$ cat src/rtl/ids_bus_pkg.sv
// Shared definitions for the IDS bus arbiter: FSM state encoding, grant-id codes
// and the default burst quota.
package ids_bus_pkg;

  localparam int unsigned BURST_MAX_DEF = 16;

  // State encodings coincide with the o_gnt_id codes so the id decodes trivially.
  typedef enum logic [1:0] {
    ST_IDLE    = 2'd0,
    ST_GNT_SPI = 2'd1,
    ST_GNT_RV  = 2'd2,
    ST_GNT_DMA = 2'd3
  } arb_state_e;

  localparam logic [1:0] GNT_ID_NONE = 2'd0;
  localparam logic [1:0] GNT_ID_SPI  = 2'd1;
  localparam logic [1:0] GNT_ID_DMEM = 2'd2;
  localparam logic [1:0] GNT_ID_DMA  = 2'd3;

  typedef enum logic {
    LAST_DMEM = 1'b0,
    LAST_DMA  = 1'b1
  } last_e;

endpackage

$ cat src/rtl/ids_quota_cnt.sv
// Burst quota counter: synchronous clear, count-enable, saturates at BURST_MAX-1
// and flags expiry while saturated.
module ids_quota_cnt #(
  parameter int unsigned BURST_MAX = 16,
  parameter int unsigned CNT_W     = $clog2(BURST_MAX)
) (
  input  logic i_clk,
  input  logic i_rst_n,
  input  logic clr_i,
  input  logic en_i,
  output logic expired_o
);

  localparam logic [CNT_W-1:0] CNT_MAX = CNT_W'(BURST_MAX - 1);

  logic [CNT_W-1:0] cnt_q;
  logic [CNT_W-1:0] cnt_d;

  always_comb begin
    cnt_d = cnt_q;
    if (clr_i) begin
      cnt_d = '0;
    end else if (en_i && (cnt_q != CNT_MAX)) begin
      cnt_d = cnt_q + 1'b1;
    end
  end

  always_ff @(posedge i_clk or negedge i_rst_n) begin
    if (!i_rst_n) begin
      cnt_q <= '0;
    end else begin
      cnt_q <= cnt_d;
    end
  end

  assign expired_o = (cnt_q == CNT_MAX);

endmodule

$ cat src/rtl/ids_qos_arbiter.sv
// Three-master bus arbiter: SPI debug has fixed top priority, DMEM and DMA share
// the bus round-robin with a burst quota and a lock that defers preemption.
module ids_qos_arbiter
  import ids_bus_pkg::*;
#(
  parameter int unsigned BURST_MAX = BURST_MAX_DEF,
  parameter int unsigned CNT_W     = $clog2(BURST_MAX)
) (
  input  logic       i_clk,
  input  logic       i_rst_n,
  input  logic       i_req_spi,
  input  logic       i_req_dmem,
  input  logic       i_req_dma,
  input  logic       i_lock,
  output logic       o_gnt_spi,
  output logic       o_gnt_dmem,
  output logic       o_gnt_dma,
  output logic [1:0] o_gnt_id,
  output logic       o_busy
);

  arb_state_e state_q;
  arb_state_e state_d;
  last_e      last_q;
  logic       take;
  logic       quota_exp;
  logic       cnt_en;
  arb_state_e winner;

  always_comb begin
    if (i_req_spi) begin
      winner = ST_GNT_SPI;
    end else if (i_req_dmem && i_req_dma) begin
      winner = (last_q == LAST_DMA) ? ST_GNT_RV : ST_GNT_DMA;
    end else if (i_req_dmem) begin
      winner = ST_GNT_RV;
    end else if (i_req_dma) begin
      winner = ST_GNT_DMA;
    end else begin
      winner = ST_IDLE;
    end
  end

  // take marks an arbitration point; the counter restarts whenever one is taken.
  always_comb begin
    take    = 1'b0;
    state_d = state_q;
    case (state_q)
      ST_IDLE:    take = 1'b1;
      ST_GNT_SPI: take = !i_req_spi;
      ST_GNT_RV:  take = !i_req_dmem ||
                         (quota_exp && (i_req_spi || i_req_dma) && !i_lock);
      ST_GNT_DMA: take = !i_req_dma ||
                         (quota_exp && (i_req_spi || i_req_dmem) && !i_lock);
      default:    take = 1'b0;
    endcase
    if (take) begin
      state_d = winner;
    end
    if (!(state_q inside {ST_IDLE, ST_GNT_SPI, ST_GNT_RV, ST_GNT_DMA})) begin
      state_d = ST_IDLE;
    end
  end

  assign cnt_en = (state_q == ST_GNT_RV) || (state_q == ST_GNT_DMA);

  ids_quota_cnt #(
    .BURST_MAX (BURST_MAX),
    .CNT_W     (CNT_W)
  ) u_quota (
    .i_clk     (i_clk),
    .i_rst_n   (i_rst_n),
    .clr_i     (take || (state_d != state_q)),
    .en_i      (cnt_en),
    .expired_o (quota_exp)
  );

  // Outputs are registered from the next state so they always mirror state_q.
  always_ff @(posedge i_clk or negedge i_rst_n) begin
    if (!i_rst_n) begin
      state_q    <= ST_IDLE;
      last_q     <= LAST_DMA;
      o_gnt_spi  <= 1'b0;
      o_gnt_dmem <= 1'b0;
      o_gnt_dma  <= 1'b0;
      o_gnt_id   <= GNT_ID_NONE;
      o_busy     <= 1'b0;
    end else begin
      state_q <= state_d;
      if (take && (state_d == ST_GNT_RV)) begin
        last_q <= LAST_DMEM;
      end else if (take && (state_d == ST_GNT_DMA)) begin
        last_q <= LAST_DMA;
      end
      o_gnt_spi  <= (state_d == ST_GNT_SPI);
      o_gnt_dmem <= (state_d == ST_GNT_RV);
      o_gnt_dma  <= (state_d == ST_GNT_DMA);
      case (state_d)
        ST_GNT_SPI: o_gnt_id <= GNT_ID_SPI;
        ST_GNT_RV:  o_gnt_id <= GNT_ID_DMEM;
        ST_GNT_DMA: o_gnt_id <= GNT_ID_DMA;
        default:    o_gnt_id <= GNT_ID_NONE;
      endcase
      o_busy <= (state_d != ST_IDLE);
    end
  end

endmodule

$ cat config.mk
export PLATFORM = sky130hd
export DESIGN_NAME = ids_qos_arbiter
export DESIGN_NICKNAME = d
export VERILOG_FILES = /design/src/rtl/ids_bus_pkg.sv /design/src/rtl/ids_quota_cnt.sv /design/src/rtl/ids_qos_arbiter.sv
export SDC_FILE = /design/constraint.sdc
export NUM_CORES = 1
export LEC_CHECK = 0
export CAP_MARGIN = 40
export CORE_AREA = 3 3 40 42
export CTS_CLUSTER_SIZE = 40
export DETAILED_ROUTE_END_ITERATION = 7
export DIE_AREA = 0 0 43 45
export PLACE_DENSITY = 0.73
export SYNTH_ARGS = -nofsm -noshare
export SYNTH_HDL_FRONTEND = slang
export SYNTH_SLANG_ARGS = --single-unit
$ cat constraint.sdc
create_clock -name i_clk -period 2 [get_ports i_clk]
set_input_delay 0.4 -clock i_clk [delete_from_list [all_inputs] [get_ports i_clk]]
set_output_delay 0.4 -clock i_clk [all_outputs]
set_load 0.03 [all_outputs]
Figure 1. Drive-strength map.
The bar under the picture is 10 um long.
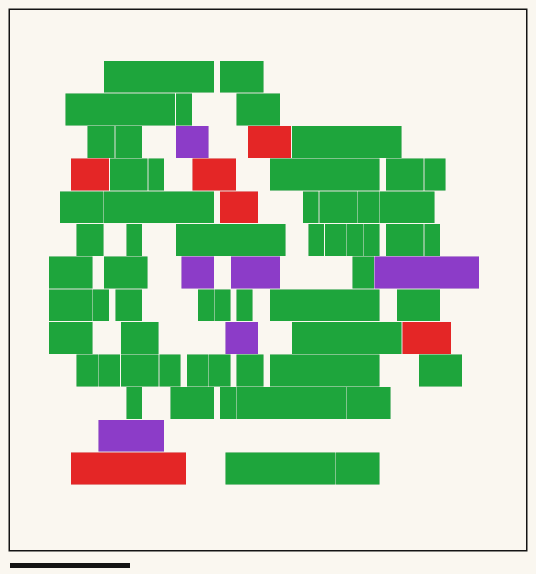
| color | size | cells |
|---|---|---|
| purple | drive 3 to 4 | 6 |
| red | drive 2 | 6 |
| green | drive 1 or less | 58 |

Figure 2. Congestion heat map.
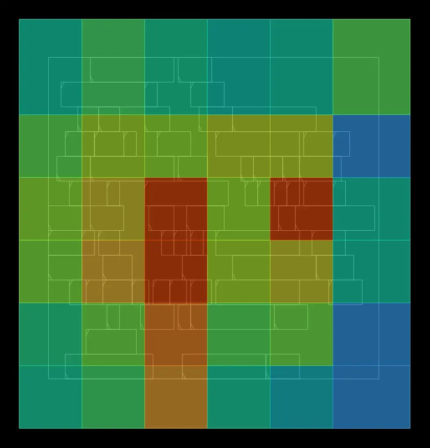
WL/cell: 13.3 um
busiest layer in global routing: met2

Figure 3. Placed cells, one color a class.
The bar under the picture is 10 um long.
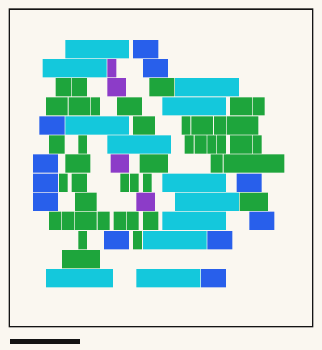
| color | class | cells |
|---|---|---|
| purple | clock drivers and dummy loads | 4 |
| green | all other logic | 43 |
| blue | other buffers and delay cells | 11 |
| cyan | flip-flops | 12 |

==> summary.txt <==
outcome: finished clean
clk ins delay skew pair: 0.27 ns
placed cell count: 81
final std cells w/o fill: 85
CTS H-tree lvls: 1
cell count in the Yosys report: 57
Crit path arrival time: 1.40 ns
clock tree sinks: 12
crit share post-route: 0.902
fin worst setup slack: 0.196 ns
number of global-route vias before repair: 440
CP max stage delay: 0.70 ns
Worst Tran Pin Value: 0.510 ns
number of enable flip-flop cells: 0
main logic family after synthesis: simple AND/OR/NAND/NOR gates
gr usage total: 0.139
Hold Slack: 0.470 ns
Mux area share: 0.0242
root buffer cell: clkbuf_4
grt met2 use: 0.222
worst-path cell chain: clkdlybuf4s50_1
Final Net Count: 78
area leader, netlist: dfrtp_1
maximum fanout along the worst path: 5
vias: 461
Achievable Freq: 554 MHz
Via density: 5.42
CP endpoint kind: output port
dpl ws: 0.106 ns
Post-synth regs: 12
normalized max-slew margin: 0.659
Adders+Majority by Area: 0.0202
Slowest cell on crit path: clkdlybuf4s50_1
die x size: 43 um
IO Pins: 12
total gr overflow: 0
Worst IR Drop VDD: 0.429 mV
Top cells excl fill/tap: clkdlybuf4s50_1, dfrtp_1, nand2_1
most common cell in the netlist: dfrtp_1
CP Depth: 1
RSZ-0062 raised after global routing: no
global-route wire length before repair: 2030 um
layout cells sized above 1: 0.171
top cells by count: dfrtp_1, nand2_1, nor2_1
worst setup path startpoint: state_q[0]$_DFF_PN0_
Post-CTS Setup Repair Bufs: 0
Top-area cell share: 0.444
Clock Path Buffers: 2
post-route cell area: 756 um^2
R2R Path Start: u_quota.cnt_q[0]$_DFFE_PN0P_
Basic Gates by Area: 0.251
Setup Skew: 0.00652 ns
PwrDens: 863 nW/um^2
drt drc: 0
# diodes: 0
worst reg-to-reg setup slack: 0.40 ns
Die Ht: 45 um
M3 GR Usage: 0.0199
Power Total: 0.652 mW
Cell Area, Placed: 729 um^2
number of port buffers: 11
FP Util: 0.482
cts hold-fix bufs: 0
min-delay worst type: primary input to asynchronous set/reset pin
largest net degree at the start of global routing: 15
tool warnings: 26
Complex Gates by Area: 0.141
Most used DFF post-synth: dfrtp_1
final core occ: 0.588
Yosys cell types: 30
mapped cell area: 619 um^2
xor/xnor share: 0.0283
sequential fraction of the synthesis area: 0.487
HPWL after detailed placement: 875 um
Leak Pwr: 0.361 nW
crit path DRT: 1.60 ns
DRT antenna net count: 0
drt total wl: 1130 um
Hold Fails Final Rpt: 0
drt pass-1 iters: 4
Syn-to-layout area delta: 22.0%
FFs w/ async S/R, synth: 1.00
Setup CP Type: flop to output port
CP delay by family, top: buffers and inverters
Critical Path End: o_gnt_id[0]
FF-to-FF End: u_quota.cnt_q[2]$_DFFE_PN0P_
## layer usage
metal,vias to the layer above,routed length [um]
li1,233,-
met1,218,493
met2,10,595
met3,0,41
met4,0,0
met5,-,0
## state kept, by name, indices dropped and copies added, names as in the netlist
signal and cells:
o_gnt_dma 1, o_gnt_dmem 1, o_busy 1, state_q 2, o_gnt_id 1, o_gnt_spi 1
last_q 1, u_quota.cnt_q 4
## how the worst min path moves through the flow
stage                                             from                           end  cells after the start  slack, ns
after global routing                           i_rst_n          state_q[1]$_DFF_PN0_                      1       0.52
after floorplan                                i_rst_n              o_busy$_DFF_PN0_                      0       0.10
after global placement    u_quota.cnt_q[1]$_DFFE_PN0P_  u_quota.cnt_q[1]$_DFFE_PN0P_                      2       0.55
after detailed placement  u_quota.cnt_q[1]$_DFFE_PN0P_  u_quota.cnt_q[1]$_DFFE_PN0P_                      2       0.54
final                                          i_rst_n  u_quota.cnt_q[0]$_DFFE_PN0P_                      1       0.47
after CTS                                      i_rst_n          state_q[1]$_DFF_PN0_                      1       0.49
## cell type report
class / instances / area [um^2]
Multi-Input combinational cell: 40 / 288
Fill cell: 109 / 529
Clock buffer: 4 / 26.3
Sequential cell: 12 / 302
Tap cell: 15 / 18.8
Inverter: 3 / 11.3
Timing Repair Buffer: 11 / 110
## cells by family after synthesis
family,after synthesis
adders and majority gates,1
muxes,1
and+or+nand+nor,23
xor gates and xnor gates,2
buffers and inverters,5
DFF,12
AOI/OAI and AO/OA,13
## report_power, final
group | internal, mW | total [mW] | switching, mW | leakage (nW)
clock network | 0.0771 | 0.150 | 0.0730 | 0.0150
logic | 0.0865 | 0.186 | 0.0991 | 0.199
registers | 0.285 | 0.317 | 0.0314 | 0.147
Power figures rest on the tool's default switching activity, not on a simulated workload.
